File: src/rtl/cr16_loader_pkg.sv
// rtl/cr16_loader_pkg.sv - shared state types and frame constants for the CR16 UART loader
package cr16_loader_pkg;

  typedef enum logic [2:0] {
    IDLE,
    LEN_HI,
    LEN_LO,
    DATA_HI,
    DATA_LO,
    CHECK,
    DONE,
    ERROR
  } loader_state_t;

  typedef enum logic [1:0] {
    RX_IDLE,
    RX_START,
    RX_DATA,
    RX_STOP
  } rx_state_t;

  localparam logic [7:0] SYNC_BYTE  = 8'hA5;
  // sync byte plus the two length bytes
  localparam int         HEADER_LEN = 3;

endpackage

File: src/rtl/uart_rx.sv
// rtl/uart_rx.sv - 8N1 UART receiver with 2-flop input synchroniser and centre sampling
module uart_rx
  import cr16_loader_pkg::*;
#(
  parameter int P_DIVISOR = 434
) (
  input  logic       I_CLK,
  input  logic       I_NRESET,
  input  logic       I_RX,
  output logic [7:0] O_DATA,
  output logic       O_VALID,
  output logic       O_FRAME_ERROR
);

  localparam int HALF = P_DIVISOR / 2;

  rx_state_t   state, next_state;
  logic        rx_meta, rx_sync, rx_prev;
  logic [15:0] tick_cnt;
  logic [2:0]  bit_idx;
  logic [7:0]  shift;
  logic        half_tick, bit_tick;

  assign half_tick = (tick_cnt == 16'(HALF - 1));
  assign bit_tick  = (tick_cnt == 16'(P_DIVISOR - 1));

  always_ff @(posedge I_CLK or negedge I_NRESET) begin
    if (!I_NRESET) begin
      rx_meta <= 1'b1;
      rx_sync <= 1'b1;
      rx_prev <= 1'b1;
      state   <= RX_IDLE;
    end else begin
      rx_meta <= I_RX;
      rx_sync <= rx_meta;
      rx_prev <= rx_sync;
      state   <= next_state;
    end
  end

  // a start needs a falling edge, so a line held low after a bad stop bit is not re-read
  always_comb begin
    next_state = state;
    case (state)
      RX_IDLE:  if (rx_prev && !rx_sync) next_state = RX_START;
      RX_START: if (half_tick) next_state = rx_sync ? RX_IDLE : RX_DATA;
      RX_DATA:  if (bit_tick && bit_idx == 3'd7) next_state = RX_STOP;
      RX_STOP:  if (bit_tick) next_state = RX_IDLE;
      default:  next_state = RX_IDLE;
    endcase
  end

  always_ff @(posedge I_CLK or negedge I_NRESET) begin
    if (!I_NRESET) begin
      tick_cnt <= '0;
      bit_idx  <= '0;
      shift    <= '0;
    end else begin
      if (state == RX_IDLE || state != next_state || (state == RX_DATA && bit_tick))
        tick_cnt <= '0;
      else
        tick_cnt <= tick_cnt + 16'd1;
      if (state == RX_START)
        bit_idx <= '0;
      else if (state == RX_DATA && bit_tick) begin
        shift   <= {rx_sync, shift[7:1]};
        bit_idx <= bit_idx + 3'd1;
      end
    end
  end

  always_comb begin
    O_DATA        = shift;
    O_VALID       = (state == RX_STOP) && bit_tick && rx_sync;
    O_FRAME_ERROR = (state == RX_STOP) && bit_tick && !rx_sync;
  end

endmodule

File: src/rtl/cr16_uart_loader.sv
// rtl/cr16_uart_loader.sv - UART frame loader writing 16-bit words to BRAM and holding the CPU in reset
// Optional checksum verification: define CR16_LOADER_CHECKSUM_EN.
module cr16_uart_loader
  import cr16_loader_pkg::*;
#(
  parameter int P_CLK_FREQ_HZ    = 50_000_000,
  parameter int P_BAUD_RATE      = 115_200,
  parameter int P_ADDRESS_WIDTH  = 10,
  parameter int P_TIMEOUT_CYCLES = 5_000_000
) (
  input  logic                       I_CLK,
  input  logic                       I_NRESET,
  input  logic                       I_UART_RX,
  output logic [P_ADDRESS_WIDTH-1:0] O_MEM_ADDRESS,
  output logic [15:0]                O_MEM_DATA,
  output logic                       O_MEM_WRITE_ENABLE,
  output logic                       O_CPU_NRESET,
  output logic                       O_DONE,
  output logic                       O_ERROR
);

  localparam int          DIVISOR   = P_CLK_FREQ_HZ / P_BAUD_RATE;
  localparam logic [16:0] MAX_WORDS = 17'(1) << P_ADDRESS_WIDTH;

  loader_state_t state, next_state;
  logic [7:0]    rx_data;
  logic          rx_valid, rx_ferr;
  logic [7:0]    len_hi, data_hi;
  logic [15:0]   length;
  logic [16:0]   word_cnt;
  logic [31:0]   idle_cnt;
  logic          active, timeout, last_word, frame_start;
  logic          cpu_nreset_d, done_d, error_d;
`ifdef CR16_LOADER_CHECKSUM_EN
  logic [7:0]    checksum;
`endif

  uart_rx #(
    .P_DIVISOR(DIVISOR)
  ) u_uart_rx (
    .I_CLK         (I_CLK),
    .I_NRESET      (I_NRESET),
    .I_RX          (I_UART_RX),
    .O_DATA        (rx_data),
    .O_VALID       (rx_valid),
    .O_FRAME_ERROR (rx_ferr)
  );

  assign active      = (state inside {LEN_HI, LEN_LO, DATA_HI, DATA_LO, CHECK});
  assign timeout     = active && !rx_valid && (idle_cnt >= 32'(P_TIMEOUT_CYCLES - 1));
  assign last_word   = ((word_cnt + 17'd1) == {1'b0, length});
  assign frame_start = (next_state == LEN_HI) && (state != LEN_HI);

  always_ff @(posedge I_CLK or negedge I_NRESET) begin
    if (!I_NRESET) begin
      state        <= IDLE;
      O_CPU_NRESET <= 1'b0;
      O_DONE       <= 1'b0;
      O_ERROR      <= 1'b0;
    end else begin
      state        <= next_state;
      O_CPU_NRESET <= cpu_nreset_d;
      O_DONE       <= done_d;
      O_ERROR      <= error_d;
    end
  end

  always_comb begin
    next_state = state;
    case (state)
      IDLE, DONE, ERROR: begin
        if (rx_valid && rx_data == SYNC_BYTE) next_state = LEN_HI;
      end
      default: begin
        if (rx_ferr || timeout)
          next_state = ERROR;
        else if (rx_valid) begin
          case (state)
            LEN_HI:  next_state = LEN_LO;
            LEN_LO: begin
              if ({1'b0, len_hi, rx_data} > MAX_WORDS) next_state = ERROR;
              else if ({len_hi, rx_data} == 16'd0)     next_state = CHECK;
              else                                     next_state = DATA_HI;
            end
            DATA_HI: next_state = DATA_LO;
            DATA_LO: next_state = last_word ? CHECK : DATA_HI;
`ifdef CR16_LOADER_CHECKSUM_EN
            CHECK:   next_state = (rx_data == checksum) ? DONE : ERROR;
`else
            CHECK:   next_state = DONE;
`endif
            default: next_state = state;
          endcase
        end
      end
    endcase
  end

  // status flags are registered from the next state so they change with the state itself
  always_comb begin
    cpu_nreset_d = (next_state == IDLE) || (next_state == DONE);
    done_d       = (next_state == DONE);
    error_d      = (next_state == ERROR);
  end

  always_ff @(posedge I_CLK or negedge I_NRESET) begin
    if (!I_NRESET) begin
      len_hi             <= '0;
      data_hi            <= '0;
      length             <= '0;
      word_cnt           <= '0;
      idle_cnt           <= '0;
      O_MEM_ADDRESS      <= '0;
      O_MEM_DATA         <= '0;
      O_MEM_WRITE_ENABLE <= 1'b0;
`ifdef CR16_LOADER_CHECKSUM_EN
      checksum           <= '0;
`endif
    end else begin
      O_MEM_WRITE_ENABLE <= 1'b0;
      idle_cnt <= (!active || rx_valid) ? 32'd0 : idle_cnt + 32'd1;
      if (O_MEM_WRITE_ENABLE && O_MEM_ADDRESS != '1)
        O_MEM_ADDRESS <= O_MEM_ADDRESS + P_ADDRESS_WIDTH'(1);
      if (frame_start) begin
        word_cnt      <= '0;
        O_MEM_ADDRESS <= '0;
`ifdef CR16_LOADER_CHECKSUM_EN
        checksum      <= '0;
`endif
      end
      if (rx_valid) begin
        case (state)
          LEN_HI:  len_hi  <= rx_data;
          LEN_LO:  length  <= {len_hi, rx_data};
          DATA_HI: data_hi <= rx_data;
          DATA_LO: begin
            O_MEM_DATA         <= {data_hi, rx_data};
            O_MEM_WRITE_ENABLE <= 1'b1;
            word_cnt           <= word_cnt + 17'd1;
          end
          default: ;
        endcase
`ifdef CR16_LOADER_CHECKSUM_EN
        if (state inside {LEN_HI, LEN_LO, DATA_HI, DATA_LO})
          checksum <= checksum ^ rx_data;
`endif
      end
    end
  end

endmodule
File: config.mk
export PLATFORM = sky130hd
export DESIGN_NAME = cr16_uart_loader
export DESIGN_NICKNAME = d
export VERILOG_FILES = /design/src/rtl/cr16_loader_pkg.sv /design/src/rtl/uart_rx.sv /design/src/rtl/cr16_uart_loader.sv
export SDC_FILE = /design/constraint.sdc
export NUM_CORES = 1
export LEC_CHECK = 0
export ABC_AREA = 1
export CORE_AREA = 2 2 109 216
export DETAILED_ROUTE_END_ITERATION = 12
export DIE_AREA = 0 0 111 218
export HOLD_SLACK_MARGIN = 0.12
export SKIP_CTS_REPAIR_TIMING = 1
export SYNTH_ARGS = -nofsm -noshare
export SYNTH_HDL_FRONTEND = slang
export SYNTH_HIERARCHICAL = 1
export SYNTH_SLANG_ARGS = --single-unit
File: constraint.sdc
create_clock -name I_CLK -period 2.7 [get_ports I_CLK]
set_clock_uncertainty 0.15 [all_clocks]
set_input_delay 0.27 -clock I_CLK [delete_from_list [all_inputs] [get_ports I_CLK]]
set_output_delay 0.27 -clock I_CLK [all_outputs]
set_load 0.01 [all_outputs]
==> impl_metrics.csv <==
group,metric,value,unit
critical_path,path_buffers,2,
cells_and_area,syn_to_final_growth,23.96,%
timing,holdWs,206.9,ps
timing,setup_ws,-56.37,ps
detailed_routing,ant_nets,0,
cts,clockBufferDepth,2,
cells_and_area,finalNetCount,1114,
cts,cts-htree-levels,4,
timing,fmax,0.3628,GHz
cts,clkTransAtPathRegs,70,ps
critical_path,path_cells,"buf_4 -> nand2_1 -> nor2_4 -> nand3_1 -> nand2_1 -> nand2_1 -> nand2_1 -> nand2_1 -> nor2_1 -> nand2_1 -> nor2_1 -> nand2_1 -> nand2_1 -> nand3_2 -> nand2_2 -> nand4_4 -> buf_4 -> nand2_4 -> o21ai_2",
global_routing,use_met2,35.50,%
detailed_routing,wirelength,19970,microns
critical_path,startpoint_type,"flop",
floorplan,num_rows,78,
synthesis,synth_flops,146,
placed_design,placed_area,8763,sq um
global_routing,antenna_found_initial,0,
timing,relSlewSlack,61.93,%
timing,period_minus_slack,2756,ps
timing,fin_setup_tns,-346.6,ps
timing,finalSetupViolations,11,
global_routing,grtUsageMet3,2.974,%
cells_and_area,antenna_cells,0,
timing,hold_viol,0,
job,cap_viol_max_count,0,
detailed_routing,wl_met1,6745,microns
critical_path,critical_path.slowest_cell,"dfrtp_1",
detailed_routing,drcViolationCount,0,
worst_hold_path,holdCritPathClass,"in2async",
cells_and_area,stdcell_count,1396,
outcome,outcome,"finished, violations left",
detailed_routing,via_per_inst,4.898,
critical_path,crit_type,"reg2reg",
floorplan,fp.dieW,111,microns
placed_design,place_congestion,0.8742,
synthesis,synthArstFlopShare,100.0,%
global_routing,use_met1,14.68,%
synthesis,syn_area_per_cell,7.719,sq um
floorplan,coreArea,22540,sq um
global_routing,grt_usage,17.02,%
pwr,leakage,0.004534,uW
synthesis,floorplan.nets,1019,
detailed_routing,vias,6838,
pwr,power.total,5091,uW
synthesis,syn_area,7781,sq um
placed_design,portBuffers,32,
outcome,violations,"negative setup slack",
==> state kept, by name, summed over array words and instances, names as in the netlist <==
name / flops
state: 3
O_ERROR: 1
O_MEM_WRITE_ENABLE: 1
u_uart_rx/O_DATA: 8
O_MEM_ADDRESS: 10
O_DONE: 1
O_MEM_DATA: 16
O_CPU_NRESET: 1
u_uart_rx/rx_meta: 1
len_hi: 8
u_uart_rx/rx_sync: 1
word_cnt: 17
idle_cnt: 32
u_uart_rx/bit_idx: 3
u_uart_rx/tick_cnt: 16
u_uart_rx/rx_prev: 1
length: 16
u_uart_rx/state: 2
data_hi: 8
==> final timing paths <==
path                                    from                end  slack [ps]  cells past startpoint
max                              word_cnt[1]        word_cnt[8]         -60                     19
min                                 I_NRESET        idle_cnt[1]         210                      2
max reg2reg                      word_cnt[1]        word_cnt[8]         -60                     19
min reg2reg                u_uart_rx/rx_meta  u_uart_rx/rx_sync         210                      0
max in group asynchronous           I_NRESET        word_cnt[2]        1410                      3
min in group I_CLK         u_uart_rx/rx_meta  u_uart_rx/rx_sync         210                      0
==> report_power, final <==
part	switching [uW]	internal (uW)	total, uW
combinational	213	165	378
clock	1050	1410	2450
sequential	30.0	2230	2260
==> Yosys cell counts (2+ instances only) <==
cell	number	area [sq um]
nand3b_1	6	45.04
nor2_1	122	457.9
nand2_4	3	33.78
o21ai_0	70	350.3
a21oi_2	2	17.52
inv_1	124	465.5
a21oi_1	23	115.1
o21ai_2	9	78.83
nor3_1	20	100.1
a22o_1	2	17.52
dfstp_2	3	78.83
o211ai_2	2	25.02
nand4_1	30	187.7
clkbuf_1	17	63.81
nand3_2	3	30.03
nand3_1	80	400.4
dfrtp_1	143	3578
nor4_1	9	56.30
ha_1	8	100.1
xor2_1	13	113.9
nor2_2	6	37.54
nand2_2	9	56.30
nor2_4	6	67.56
nand2_1	265	994.7
or2_2	4	25.02
inv_2	2	7.510
xnor2_1	7	61.31
and3_1	2	12.51
==> cell usage in the layout (no fill, tap or decap), drive strengths merged, types with 2 or more instances in the layout <==
master         instances
nor2                 135
a21oi                 25
or2                    4
o211ai                 3
clkinvlp               2
clkbuf                17
dfstp                  3
xnor2                  7
clkdlybuf4s50         31
a22o                   2
nand4                 32
xor2                  13
and3                   2
nand3                 83
bufinv                 2
ha                     8
nor4                   9
dlygate4sd3            2
nand2                278
dfrtp                143
nand3b                 7
clkinv                 3
inv                  134
nor3                  21
o21ai                 80
buf                   62
==> final cells by class <==
class	count	area [sq um]
Fill cell	2250	12900
Multi-Input combinational cell	717	3725
Sequential cell	146	3659
Timing Repair Buffer	95	824.5
Inverter	126	473.0
Clock buffer	17	425.4
Tap cell	280	350.3
Clock inverter	15	188.9
==> cells by family (layout without fill, tap and decap cells) <==
kind of cell / after synthesis / after routing / share of synthesized area, %
xor gates and xnor gates: 20 / 20 / 2.251
and+or+nand+nor: 570 / 571 / 33.24
adders and majority gates: 8 / 8 / 1.286
AOI/OAI and AO/OA: 118 / 118 / 8.732
buffers and inverters: 146 / 253 / 7.493
DFF: 146 / 146 / 47.00
Figure 1. A small window of the routed layout.
Region (58, 138) to (108, 188) microns. Cells in gray, sequential cells in the stronger gray; small squares are vias.
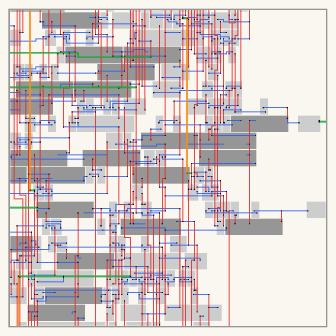
[blue] met1
[red] met2
[orange] met4
[green] met3
most frequent: nand2_1 (44), dfrtp_1 (20), inv_1 (17)
cells with their middle in the window: 136
netlist names of flops here include: `O_MEM_ADDRESS` (6), `data_hi` (5), `O_MEM_DATA` (4)
sequential cells in the window: 21

Figure 2. The metal 3 layer.
Scale: 3 px per micron.
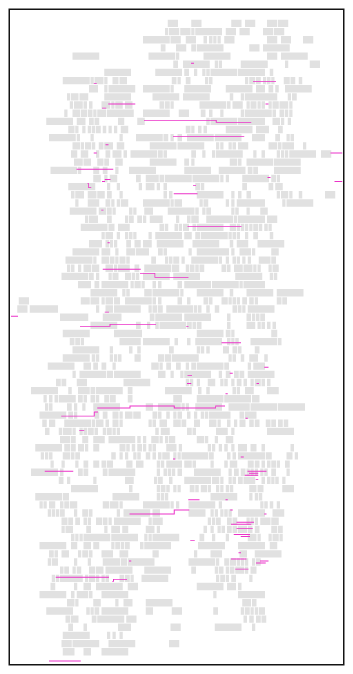
nets with wire on the layer: 35
share of all routed wire: 1.9%

Figure 3. Pin placement.
Scale: 2 px per micron. Pins as bars across the die edge, other pins in gray.
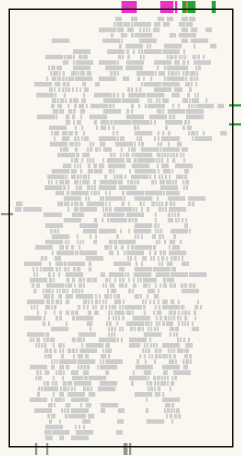
[green] `O_MEM_ADDRESS` | pins: 10 | direction: output | edge: 8 north, 2 east
[orange] `O_MEM_WRITE_ENABLE` | pins: 1 | direction: output | edge: north
[magenta] `O_MEM_DATA` | pins: 16 | direction: output | edge: north

Figure 4. Clock routing.
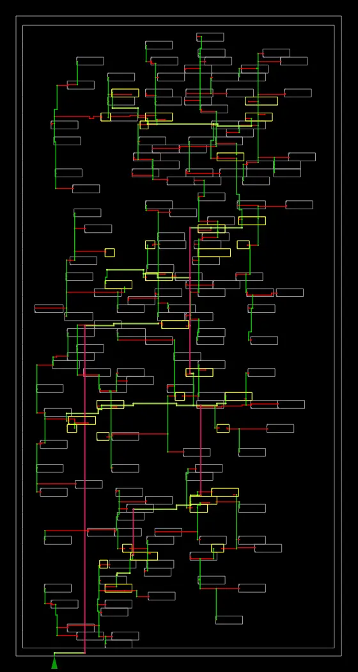
Clk Latency, worst-skew pair: 430 ps
flop count: 146
clock sink count: 146
total CTS buffers: 17
P_clk: 2450 uW

Power figures rest on the tool's default switching activity, not on a simulated workload.
